===== src/rtl/regfile_wb_arbiter.sv =====
// Register-file writeback arbiter: ALU writeback wins, a multiply/divide result that loses is parked in a 1-entry buffer.
// Optional starvation guard (macro WB_STARVE_GUARD_EN) forces the parked result out after STARVE_LIMIT-1 further losses.
`ifndef DATA_WIDTH
`define DATA_WIDTH 32
`endif
`ifndef REG_WRITE
`define REG_WRITE 1'b1
`endif

module regfile_wb_arbiter #(
  parameter int STARVE_LIMIT = 4
) (
  input  logic                   clk,
  input  logic                   rst_n,
  input  logic                   alu_valid,
  input  logic [4:0]             alu_wa,
  input  logic [`DATA_WIDTH-1:0] alu_wd,
  input  logic                   md_valid,
  input  logic [4:0]             md_wa,
  input  logic [`DATA_WIDTH-1:0] md_wd,
  output logic                   md_ready,
  output logic                   RegWrite,
  output logic [4:0]             we,
  output logic [`DATA_WIDTH-1:0] w_data,
  output logic                   stall
);

  typedef enum logic [1:0] {
    IDLE  = 2'd0,
    HOLD  = 2'd1
`ifdef WB_STARVE_GUARD_EN
    ,FORCE = 2'd2
`endif
  } state_e;

  state_e                 state_q, state_d;
  logic [4:0]             buf_wa_q, buf_wa_d;
  logic [`DATA_WIDTH-1:0] buf_wd_q, buf_wd_d;
  logic                   reg_write_q, reg_write_d;
  logic [4:0]             we_q, we_d;
  logic [`DATA_WIDTH-1:0] w_data_q, w_data_d;
  logic                   win;
  logic [4:0]             win_wa;
  logic [`DATA_WIDTH-1:0] win_wd;

`ifdef WB_STARVE_GUARD_EN
  localparam int CW = (STARVE_LIMIT > 1) ? $clog2(STARVE_LIMIT) : 1;
  localparam logic [CW-1:0] CNT_LIM = CW'(STARVE_LIMIT - 1);
  logic [CW-1:0] cnt_q, cnt_d, cnt_inc;

  // Saturating increment: the counter can never wrap back below the limit.
  assign cnt_inc = (cnt_q >= CNT_LIM) ? cnt_q : cnt_q + 1'b1;
  assign stall   = (state_q == FORCE);
`else
  localparam int unused_starve_limit = STARVE_LIMIT;
  assign stall = 1'b0;
`endif

  assign md_ready = (state_q == IDLE);
  assign RegWrite = reg_write_q;
  assign we       = we_q;
  assign w_data   = w_data_q;

  always_comb begin
    state_d  = state_q;
    buf_wa_d = buf_wa_q;
    buf_wd_d = buf_wd_q;
    win      = 1'b0;
    win_wa   = alu_wa;
    win_wd   = alu_wd;
`ifdef WB_STARVE_GUARD_EN
    cnt_d    = cnt_q;
`endif
    case (state_q)
      IDLE: begin
        if (alu_valid) begin
          win = 1'b1;
          if (md_valid) begin
            buf_wa_d = md_wa;
            buf_wd_d = md_wd;
            state_d  = HOLD;
`ifdef WB_STARVE_GUARD_EN
            cnt_d    = '0;
`endif
          end
        end else if (md_valid) begin
          win    = 1'b1;
          win_wa = md_wa;
          win_wd = md_wd;
        end
      end
      HOLD: begin
        win = 1'b1;
        if (!alu_valid) begin
          win_wa  = buf_wa_q;
          win_wd  = buf_wd_q;
          state_d = IDLE;
        end else if (alu_wa == buf_wa_q) begin
          // Newer ALU write to the same register supersedes the parked result.
          state_d = IDLE;
        end else begin
`ifdef WB_STARVE_GUARD_EN
          cnt_d = cnt_inc;
          if (cnt_inc >= CNT_LIM) state_d = FORCE;
`endif
        end
      end
`ifdef WB_STARVE_GUARD_EN
      FORCE: begin
        win     = 1'b1;
        win_wa  = buf_wa_q;
        win_wd  = buf_wd_q;
        state_d = IDLE;
      end
`endif
      default: state_d = IDLE;
    endcase

    reg_write_d = 1'b0;
    we_d        = we_q;
    w_data_d    = w_data_q;
    if (win && (win_wa != 5'd0)) begin
      reg_write_d = `REG_WRITE;
      we_d        = win_wa;
      w_data_d    = win_wd;
    end
  end

  always_ff @(posedge clk or negedge rst_n) begin
    if (!rst_n) begin
      state_q     <= IDLE;
      buf_wa_q    <= '0;
      buf_wd_q    <= '0;
      reg_write_q <= 1'b0;
      we_q        <= '0;
      w_data_q    <= '0;
`ifdef WB_STARVE_GUARD_EN
      cnt_q       <= '0;
`endif
    end else begin
      state_q     <= state_d;
      buf_wa_q    <= buf_wa_d;
      buf_wd_q    <= buf_wd_d;
      reg_write_q <= reg_write_d;
      we_q        <= we_d;
      w_data_q    <= w_data_d;
`ifdef WB_STARVE_GUARD_EN
      cnt_q       <= cnt_d;
`endif
    end
  end

endmodule

===== config.mk =====
export PLATFORM = sky130hd
export DESIGN_NAME = regfile_wb_arbiter
export DESIGN_NICKNAME = d
export VERILOG_FILES = /design/src/rtl/regfile_wb_arbiter.sv
export SDC_FILE = /design/constraint.sdc
export NUM_CORES = 1
export LEC_CHECK = 0
export ABC_AREA = 1
export CAP_MARGIN = 20
export CORE_MARGIN = 2
export CORE_UTILIZATION = 45
export CTS_CLUSTER_DIAMETER = 30
export CTS_CLUSTER_SIZE = 14
export DETAILED_ROUTE_END_ITERATION = 8
export HOLD_SLACK_MARGIN = 0.05
export PLACE_DENSITY = 0.76
export SYNTH_ARGS = -nofsm -noshare
export SYNTH_HDL_FRONTEND = slang
export SYNTH_SLANG_ARGS = --single-unit

===== constraint.sdc =====
create_clock -name clk -period 2.5 [get_ports clk]
set_clock_uncertainty 0.15 [all_clocks]
set_input_delay 0.375 -clock clk [delete_from_list [all_inputs] [get_ports clk]]
set_output_delay 0.375 -clock clk [all_outputs]
set_load 0.1 [all_outputs]

Fig. 1: run 1, signal wires on met1
Bar = 20 um. Supply wires on this layer in gray.
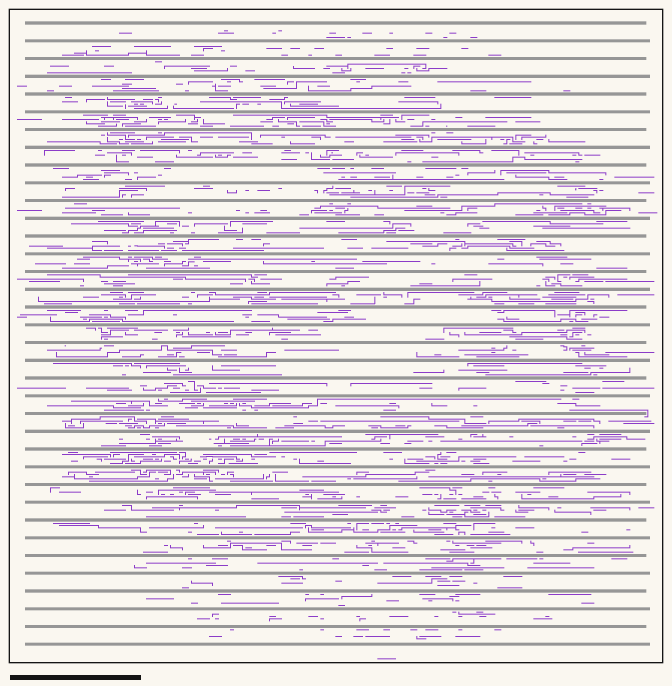
longest straight run	37.3 um
wire length on this layer	4620 um
nets with wire on the layer	565
main direction	horizontal
WL final: 11.0 mm
GRT met1 Usage: 0.277
total number of vias: 3721

Fig. 2: run 1, metal 2
Cells faint in the background.
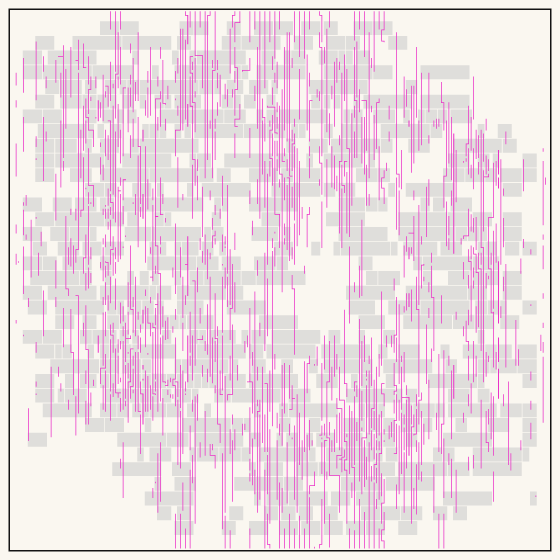
main direction	vertical
nets with wire on the layer	531
wire length on this layer	5570 um
GRT met2 Usage: 0.387

==> flow_metrics.py, run 1 <==
# Synthesis and PnR figures
metrics = {
    "run_status": {
        "run_status": "completed",
    },
    "clocking": {
        "clock_sink_count": 76,
        "cts_root_buffer": "clkbuf_8",
        "h-tree-depth": 3,
        "clkSlewWorstSetupHoldPaths_ps": 80,
        "postCtsSetupBuffers": 0,
        "numCtsBuffers": 9,
    },
    "cells_and_area": {
        "nMultiInputCombCells": 334,
        "flop-count": 76,
        "buffers": 132,
        "drive_gt1_frac": 0.238,
        "diodes": 0,
        "fin_nets": 644,
        "area_delta_synth_final_pct": 33.2,
        "buf_share": 0.224,
        "comb_area_um2": 1990,
        "dominant_cells": "logic gates",
        "final_cell_mix": "nand2_1 (125), dfrtp_1 (76), clkdlybuf4s50_1 (76)",
        "seq_share": 0.345,
        "clock_buffers": 10,
        "clkCellAreaFrac": 0.0349,
        "comb_share": 0.362,
        "fill_cells": 783,
    },
    "sta": {
        "post-route-worst-setup-slack_ps": 258,
        "finalClockPeriodUsage": 0.897,
        "fin_setup_tns_ps": 0,
        "hold_violations": 0,
        "tightest_slew_ps": 677,
        "whs_ps": 327,
        "setup_viol": 0,
        "rsz0062_at_grt": "no",
    },
    "yosys": {
        "ff_type": "dfrtp_1",
        "fa_ha_area_frac": 0,
        "ys_warn_count": 0,
        "async_reset_ff_frac": 1.00,
        "area_leaders": "dfrtp_1 (46%), nand2_1 (11%), nand3_1 (5.9%)",
        "synth_area_um2": 4140,
        "ys_sh_aoi": 0.110,
        "yosys_cells": 457,
        "numSynthFlops": 76,
        "fp_nets": 535,
        "syn_inst": 457,
        "simple_gate_area_frac": 0.267,
        "synthMostInstantiatedCell": "nand2_1",
        "ys_top_logic_family": "simple AND/OR/NAND/NOR gates",
        "ys_seq_frac": 0.459,
        "mux_share": 0.0925,
        "synth-edff-count": 0,
        "ys_chip_area_um2": 4140,
        "syn_area_per_cell_um2": 9.06,
        "ys_sh_xor": 0.00846,
    },
    "power_and_ir_drop": {
        "seq_power_uw": 1700,
        "seqPwrFrac": 0.352,
        "pwr-share-comb": 0.456,
        "p_per_area_nw_per_um2": 879,
        "power_clock_uw": 932,
        "power.leakage_uw": 0.00261,
        "p_comb_uw": 2210,
    },
    "placement": {
        "dpl_cell_area_um2": 5310,
        "dp.final_hpwl_mm": 7.65,
    },
    "global_route": {
        "grt_pass1_wl_mm": 17.7,
        "grt_use_total": 0.221,
        "grt_pass1_vias": 3823,
        "antenna_found_initial": 0,
        "grt-busiest-layer": "met2",
    },
    "min_path": {
        "hold_class": "input pin to asynchronous set/reset pin",
    },
    "critical_path": {
        "critical_path.max_stage_delay_ps": 510,
        "startpoint": "state_q[0]",
        "timing.rr.end": "w_data[21]",
        "cpMaxStageDelayCell": "dfrtp_1",
        "r2r_slack_ps": 260,
        "worstPathMaxFanout": 34,
        "cp-start-kind": "flip-flop",
        "path_cells": "clkinv_2 > a21oi_1 > o21ai_1 > nand2_1 > inv_1 > nor2_1 > nand2_4 > nand3_1 > nand2_2",
        "r2r_start": "state_q[0]",
        "cp_top_family": "simple AND/OR/NAND/NOR gates",
        "cp_data_arrival_time_ps": 2320,
        "worst-r2r-cell-count": 9,
        "end_kind": "flip-flop",
        "required_ps": 2580,
    },
    "die": {
        "die_y_um": 99.9,
        "dieWidth_um": 99.9,
    },
    "routing": {
        "drc": 0,
        "via_per_inst": 5.46,
        "wl_met1_mm": 4.62,
        "met2_length_mm": 5.57,
        "first_iter_violations": 182,
        "wl_per_cell_um": 16.1,
    },
    "run": {
        "warnings": 26,
    },
}
Fig. 3: run 1, M3 wires
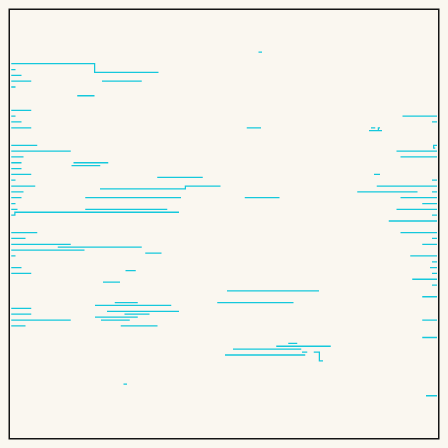
main direction	horizontal
nets with wire on the layer	85
share of all routed wire	5.9%
met3 Usage GRT: 0.0390

Fig. 4: run 1, placement by cell class
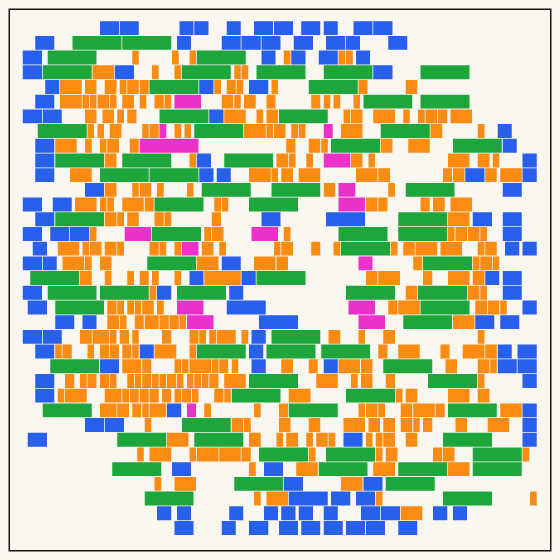
class	color	cells	share of their area
flops	green	76	35%
all other logic	orange	347	38%
other buffers and delay cells	blue	132	23%
clock drivers and dummy loads	magenta	16	3.6%
core area: 9060 um^2
# rows: 35
final instance area: 5510 um^2
fin util: 0.608

==> inputs of run 2 (changes only) <==
- GPL_ROUTABILITY_DRIVEN: not set -> 0
Fig. 5: run 2, signal wires on met1
Bar = 20 um. Supply wires on this layer in gray.
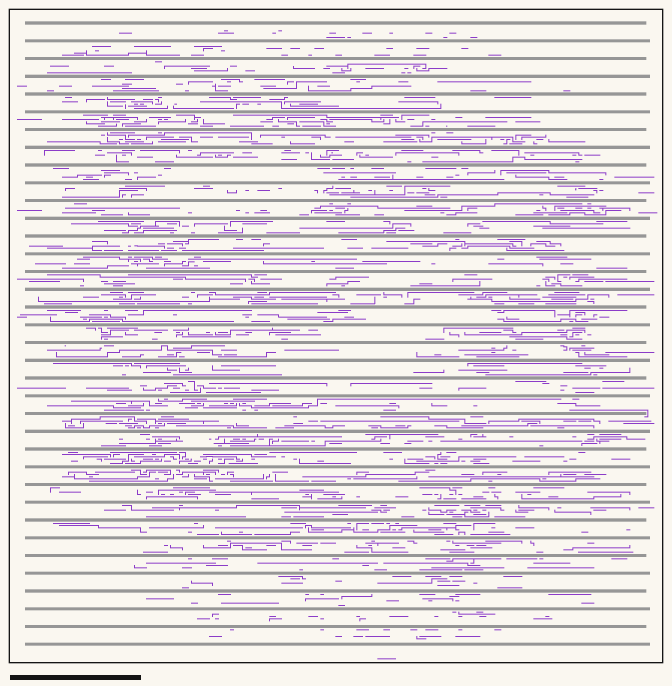
main direction	horizontal
longest straight run	37.3 um
nets with wire on the layer	565
share of all routed wire	42%
wire length on this layer	4620 um

Fig. 6: run 2, placement by cell class
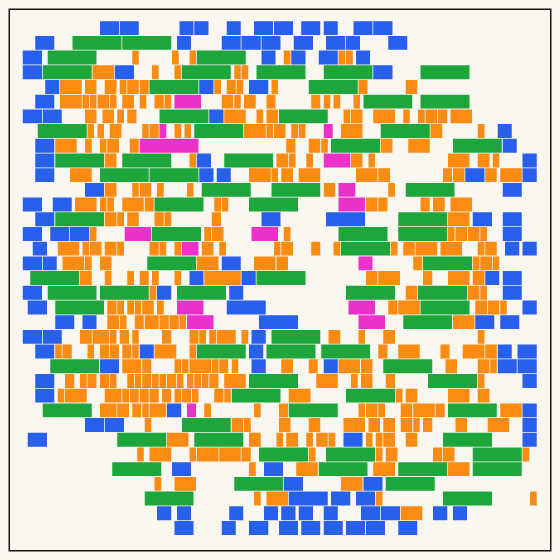
class	color	cells	share of their area
clock drivers and dummy loads	magenta	16	3.6%
all other logic	orange	347	38%
other buffers and delay cells	blue	132	23%
flops	green	76	35%
Seq area share: 0.345

Fig. 7: run 2, M3 wires
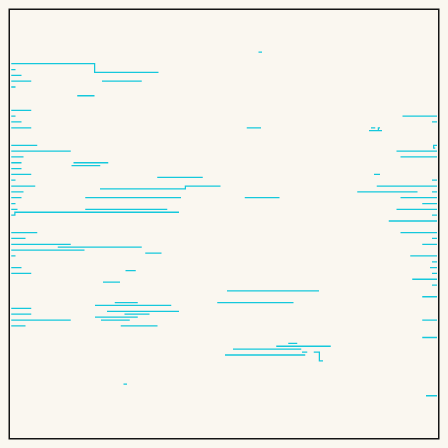

==> run 2 against run 1 <==
  * Area after synthesis stayed put
  * Sequential share of layout area stayed put
  * Clock-buffer cell count unchanged
  * Sequential power about the same
  * Die size unchanged
  * Combinational power is essentially flat
  * Design area is the same
  * Critical path type unchanged
  * Largest power group unchanged
  * Highest routed layer unchanged
==> flow_metrics.py, run 2 <==
# Synthesis and PnR figures
metrics = {
    "run_status": {
        "run_status": "completed",
    },
    "yosys": {
        "area_leaders": "dfrtp_1 (46%), nand2_1 (11%), nand3_1 (5.9%)",
        "synth_area_um2": 4140,
        "ys_chip_area_um2": 4140,
        "ys_top_logic_family": "simple AND/OR/NAND/NOR gates",
        "mux_share": 0.0925,
        "ys_warn_count": 0,
        "numSynthFlops": 76,
        "fa_ha_area_frac": 0,
        "simple_gate_area_frac": 0.267,
        "ys_sh_xor": 0.00846,
        "yosys_cells": 457,
        "synth-edff-count": 0,
        "syn_inst": 457,
        "ys_seq_frac": 0.459,
        "fp_nets": 535,
        "syn_area_per_cell_um2": 9.06,
        "ys_types": 31,
        "async_reset_ff_frac": 1.00,
        "ff_type": "dfrtp_1",
        "synthTopCellsByCount": "nand2_1 (125), dfrtp_1 (76), nand3_1 (49)",
        "synthMostInstantiatedCell": "nand2_1",
        "ys_sh_aoi": 0.110,
    },
    "critical_path": {
        "worst-r2r-cell-count": 9,
        "critical_path.max_stage_delay_ps": 510,
        "path_cells": "clkinv_2 > a21oi_1 > o21ai_1 > nand2_1 > inv_1 > nor2_1 > nand2_4 > nand3_1 > nand2_2",
        "cp_top_family": "simple AND/OR/NAND/NOR gates",
        "r2r_start": "state_q[0]",
        "worstSetupPathType": "flip-flop to flip-flop",
        "timing.rr.end": "w_data[21]",
        "required_ps": 2580,
        "r2r_slack_ps": 260,
        "end_kind": "flip-flop",
        "cp_data_arrival_time_ps": 2320,
        "cpMaxStageDelayCell": "dfrtp_1",
        "startpoint": "state_q[0]",
        "cp-start-kind": "flip-flop",
        "worstPathMaxFanout": 34,
    },
    "cells_and_area": {
        "comb_share": 0.362,
        "utilization": 0.608,
        "drive_gt1_frac": 0.238,
        "comb_area_um2": 1990,
        "final_cell_mix": "nand2_1 (125), dfrtp_1 (76), clkdlybuf4s50_1 (76)",
        "dominant_cells": "logic gates",
        "fin_cells": 682,
        "fin_area_um2": 5510,
        "nMultiInputCombCells": 334,
        "fin_nets": 644,
        "fill_cells": 783,
        "clock_buffers": 10,
        "area_delta_synth_final_pct": 33.2,
        "buf_share": 0.224,
        "clkCellAreaFrac": 0.0349,
        "flop-count": 76,
        "buffers": 132,
        "diodes": 0,
    },
    "global_route": {
        "grt-busiest-layer": "met2",
        "grt_use_total": 0.221,
        "grt_pass1_vias": 3823,
        "antenna_found_initial": 0,
        "met3_usage": 0.0390,
        "grt_pass1_wl_mm": 17.7,
        "use_met2": 0.387,
        "met1_usage": 0.277,
    },
    "placement": {
        "dpl_cell_area_um2": 5310,
        "dpl.cell_count": 665,
        "dp.final_hpwl_mm": 7.65,
    },
    "power_and_ir_drop": {
        "p_per_area_nw_per_um2": 879,
        "pwr-share-comb": 0.456,
        "seq_power_uw": 1700,
        "peakVddDrop_v": 0.000385,
        "seqPwrFrac": 0.352,
        "clockPowerShare": 0.192,
        "p_comb_uw": 2210,
        "switching_power_uw": 2250,
        "power_clock_uw": 932,
        "switching_share": 0.464,
        "power.leakage_uw": 0.00261,
        "internal-power_uw": 2600,
    },
    "routing": {
        "met2_length_mm": 5.57,
        "routed_wirelength_mm": 11.0,
        "via_per_inst": 5.46,
        "first_iter_violations": 182,
        "vias": 3721,
        "wl_per_cell_um": 16.1,
        "drc": 0,
        "drtPass1Iterations": 5,
        "highest_layer": "met4",
        "wl_met1_mm": 4.62,
    },
    "run": {
        "warnings": 26,
        "drv_cap": 0,
    },
    "clocking": {
        "clkSlewWorstSetupHoldPaths_ps": 80,
        "clock_sink_count": 76,
        "cts_root_buffer": "clkbuf_8",
        "h-tree-depth": 3,
        "numCtsBuffers": 9,
        "postCtsSetupBuffers": 0,
    },
    "sta": {
        "whs_ps": 327,
        "slew_violations": 0,
        "tightest_slew_ps": 677,
        "hold_violations": 0,
        "rsz0062_at_grt": "no",
        "post-route-worst-setup-slack_ps": 258,
        "setup_viol": 0,
        "finalClockPeriodUsage": 0.897,
        "fin_setup_tns_ps": 0,
    },
    "die": {
        "dieWidth_um": 99.9,
        "core_area_um2": 9060,
        "row_count": 35,
        "die_y_um": 99.9,
        "initCoreUtil": 0.457,
    },
    "min_path": {
        "hold_class": "input pin to asynchronous set/reset pin",
    },
}
Fig. 8: run 2, routing congestion
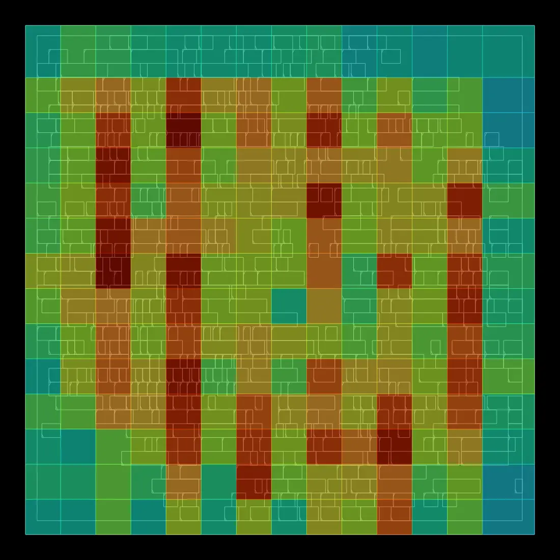

==> inputs of run 3 (changes only) <==
- CORE_MARGIN: 2 -> 1
Fig. 9: run 3, routing congestion
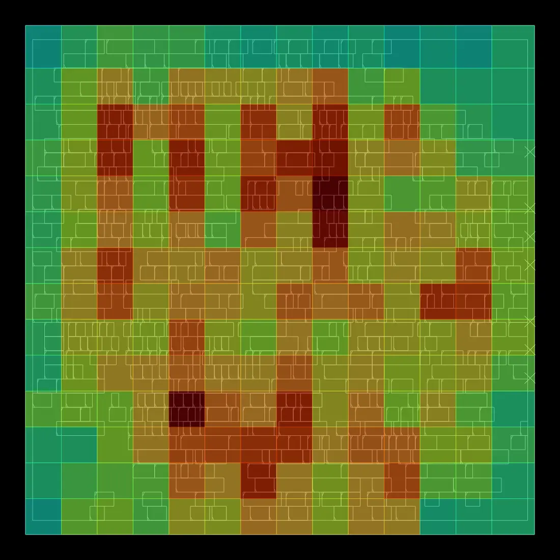
busiest grt layer: met2
GRT met1 Usage: 0.300
total track usage: 0.240
WL/cell: 16.3 um

Fig. 10: run 3, M3 wires
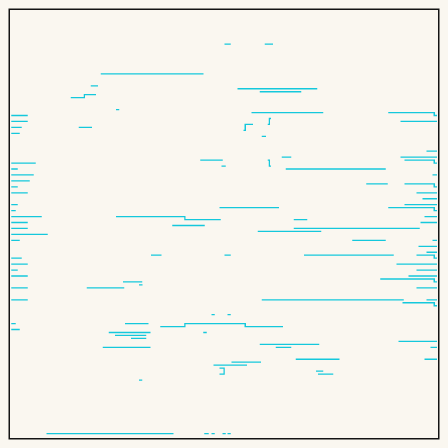
WL final: 11.0 mm
met3 Usage GRT: 0.0444
total number of vias: 3723

Fig. 11: run 3, metal 2
Cells faint in the background.
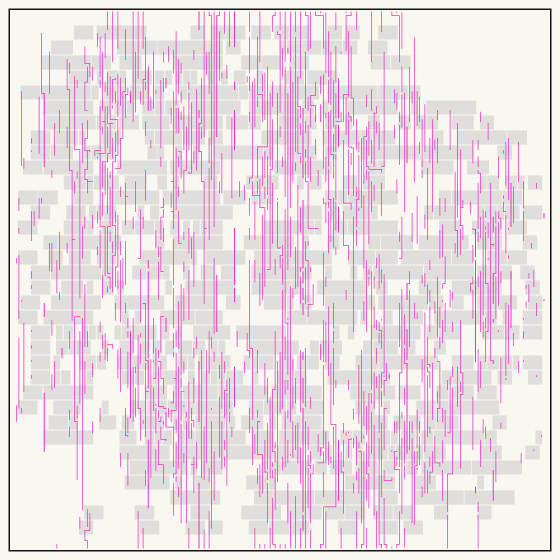
share of all routed wire	49%
wire length on this layer	5420 um
longest straight run	38.9 um
GRT met2 Usage: 0.404

==> run 3 against run 2 <==
  * The run now ends with DRC left
  * Synthesized cell count did not move
  * Combinational power is essentially flat
  * Hold slack improved by 4.7 ps
  * Routed wire length up 0.58%
  * Clock power decreased by 0.5%
  * Area after synthesis stayed put
  * Critical endpoint is now w_data[15]
==> flow_metrics.py, run 3 <==
# Synthesis and PnR figures
metrics = {
    "power_and_ir_drop": {
        "clockPowerShare": 0.191,
        "p_per_area_nw_per_um2": 881,
        "seq_power_uw": 1720,
        "internal-power_uw": 2620,
        "power_clock_uw": 927,
        "switching_power_uw": 2240,
        "p_comb_uw": 2220,
        "peakVddDrop_v": 0.000480,
        "seqPwrFrac": 0.353,
        "switching_share": 0.461,
        "pwr-share-comb": 0.457,
        "power.leakage_uw": 0.00261,
    },
    "cells_and_area": {
        "final_cell_mix": "nand2_1 (125), dfrtp_1 (76), clkdlybuf4s50_1 (76)",
        "dominant_cells": "logic gates",
        "fin_cells": 678,
        "clock_buffers": 11,
        "fin_nets": 644,
        "comb_share": 0.361,
        "area_delta_synth_final_pct": 33.4,
        "nMultiInputCombCells": 334,
        "inverters": 13,
        "seq_share": 0.344,
        "utilization": 0.627,
        "buffers": 132,
        "drive_gt1_frac": 0.237,
        "clkCellAreaFrac": 0.0347,
        "diodes": 0,
        "flop-count": 76,
        "fin_area_um2": 5520,
        "comb_area_um2": 1990,
        "seqCellArea_um2": 1900,
        "buf_share": 0.226,
        "fill_cells": 726,
    },
    "routing": {
        "drtPass1Iterations": 7,
        "first_iter_violations": 204,
        "highest_layer": "met4",
        "wl_met1_mm": 4.66,
        "via_per_inst": 5.49,
        "met2_length_mm": 5.42,
        "drc": 7,
    },
    "run": {
        "drv_cap": 0,
        "warnings": 26,
    },
    "critical_path": {
        "startpoint": "state_q[0]",
        "end_kind": "flip-flop",
        "path_cells": "clkinv_2 > a21oi_1 > o21ai_1 > nand2_1 > inv_1 > nor2_1 > nand2_4 > nand3_1 > nand2_1",
        "worstSetupPathType": "flip-flop to flip-flop",
        "worst-r2r-cell-count": 9,
        "r2r_slack_ps": 330,
        "cp_top_family": "simple AND/OR/NAND/NOR gates",
        "worstPathMaxFanout": 34,
        "cp-start-kind": "flip-flop",
        "cp_data_arrival_time_ps": 2250,
        "r2r_start": "state_q[0]",
        "cpMaxStageDelayCell": "dfrtp_1",
        "path_common_cell": "nand2_1",
        "timing.rr.end": "w_data[15]",
        "crit_cells": 9,
        "critical_path.max_stage_delay_ps": 490,
        "required_ps": 2580,
    },
    "yosys": {
        "numSynthFlops": 76,
        "ys_chip_area_um2": 4140,
        "synthTopCellsByCount": "nand2_1 (125), dfrtp_1 (76), nand3_1 (49)",
        "synth_area_um2": 4140,
        "syn_inst": 457,
        "fp_nets": 535,
        "synth-edff-count": 0,
        "fa_ha_area_frac": 0,
        "ys_sh_xor": 0.00846,
        "synthMostInstantiatedCell": "nand2_1",
        "syn_area_per_cell_um2": 9.06,
        "async_reset_ff_frac": 1.00,
        "simple_gate_area_frac": 0.267,
        "ys_seq_frac": 0.459,
        "ys_top_logic_family": "simple AND/OR/NAND/NOR gates",
        "ff_type": "dfrtp_1",
        "yosys_cells": 457,
        "ys_types": 31,
        "area_leaders": "dfrtp_1 (46%), nand2_1 (11%), nand3_1 (5.9%)",
        "ys_warn_count": 0,
        "mux_share": 0.0925,
        "ys_sh_aoi": 0.110,
    },
    "clocking": {
        "cts_root_buffer": "clkbuf_8",
        "cts.repair.resized": 0,
        "h-tree-depth": 3,
        "holdBufCountCts": 1,
        "clkSlewWorstSetupHoldPaths_ps": 80,
        "clock_sink_count": 76,
        "postCtsSetupBuffers": 0,
        "numCtsBuffers": 9,
    },
    "die": {
        "core_area_um2": 8810,
        "die_y_um": 97.9,
        "n_tap_cell": 108,
        "initCoreUtil": 0.470,
        "row_count": 34,
        "dieWidth_um": 97.9,
    },
    "sta": {
        "slew_headroom": 0.566,
        "max_freq_ghz": 0.460,
        "hold_violations": 0,
        "tightest_slew_ps": 650,
        "fin_setup_tns_ps": 0,
        "whs_ps": 331,
        "post-route-worst-setup-slack_ps": 328,
        "rsz0062_at_grt": "no",
        "finalClockPeriodUsage": 0.869,
        "setup_viol": 0,
        "slew_violations": 0,
    },
    "placement": {
        "dp.final_hpwl_mm": 7.61,
        "dpl.cell_count": 662,
        "dpl_cell_area_um2": 5320,
    },
    "global_route": {
        "antenna_found_initial": 0,
        "grt_pass1_wl_mm": 18.0,
        "grt_pass1_vias": 3705,
    },
    "min_path": {
        "hold_class": "flip-flop to flip-flop",
    },
    "run_status": {
        "run_status": "complete, but fails checks",
        "violations": "DRC",
    },
}
Power and IR drop assume default switching activity.
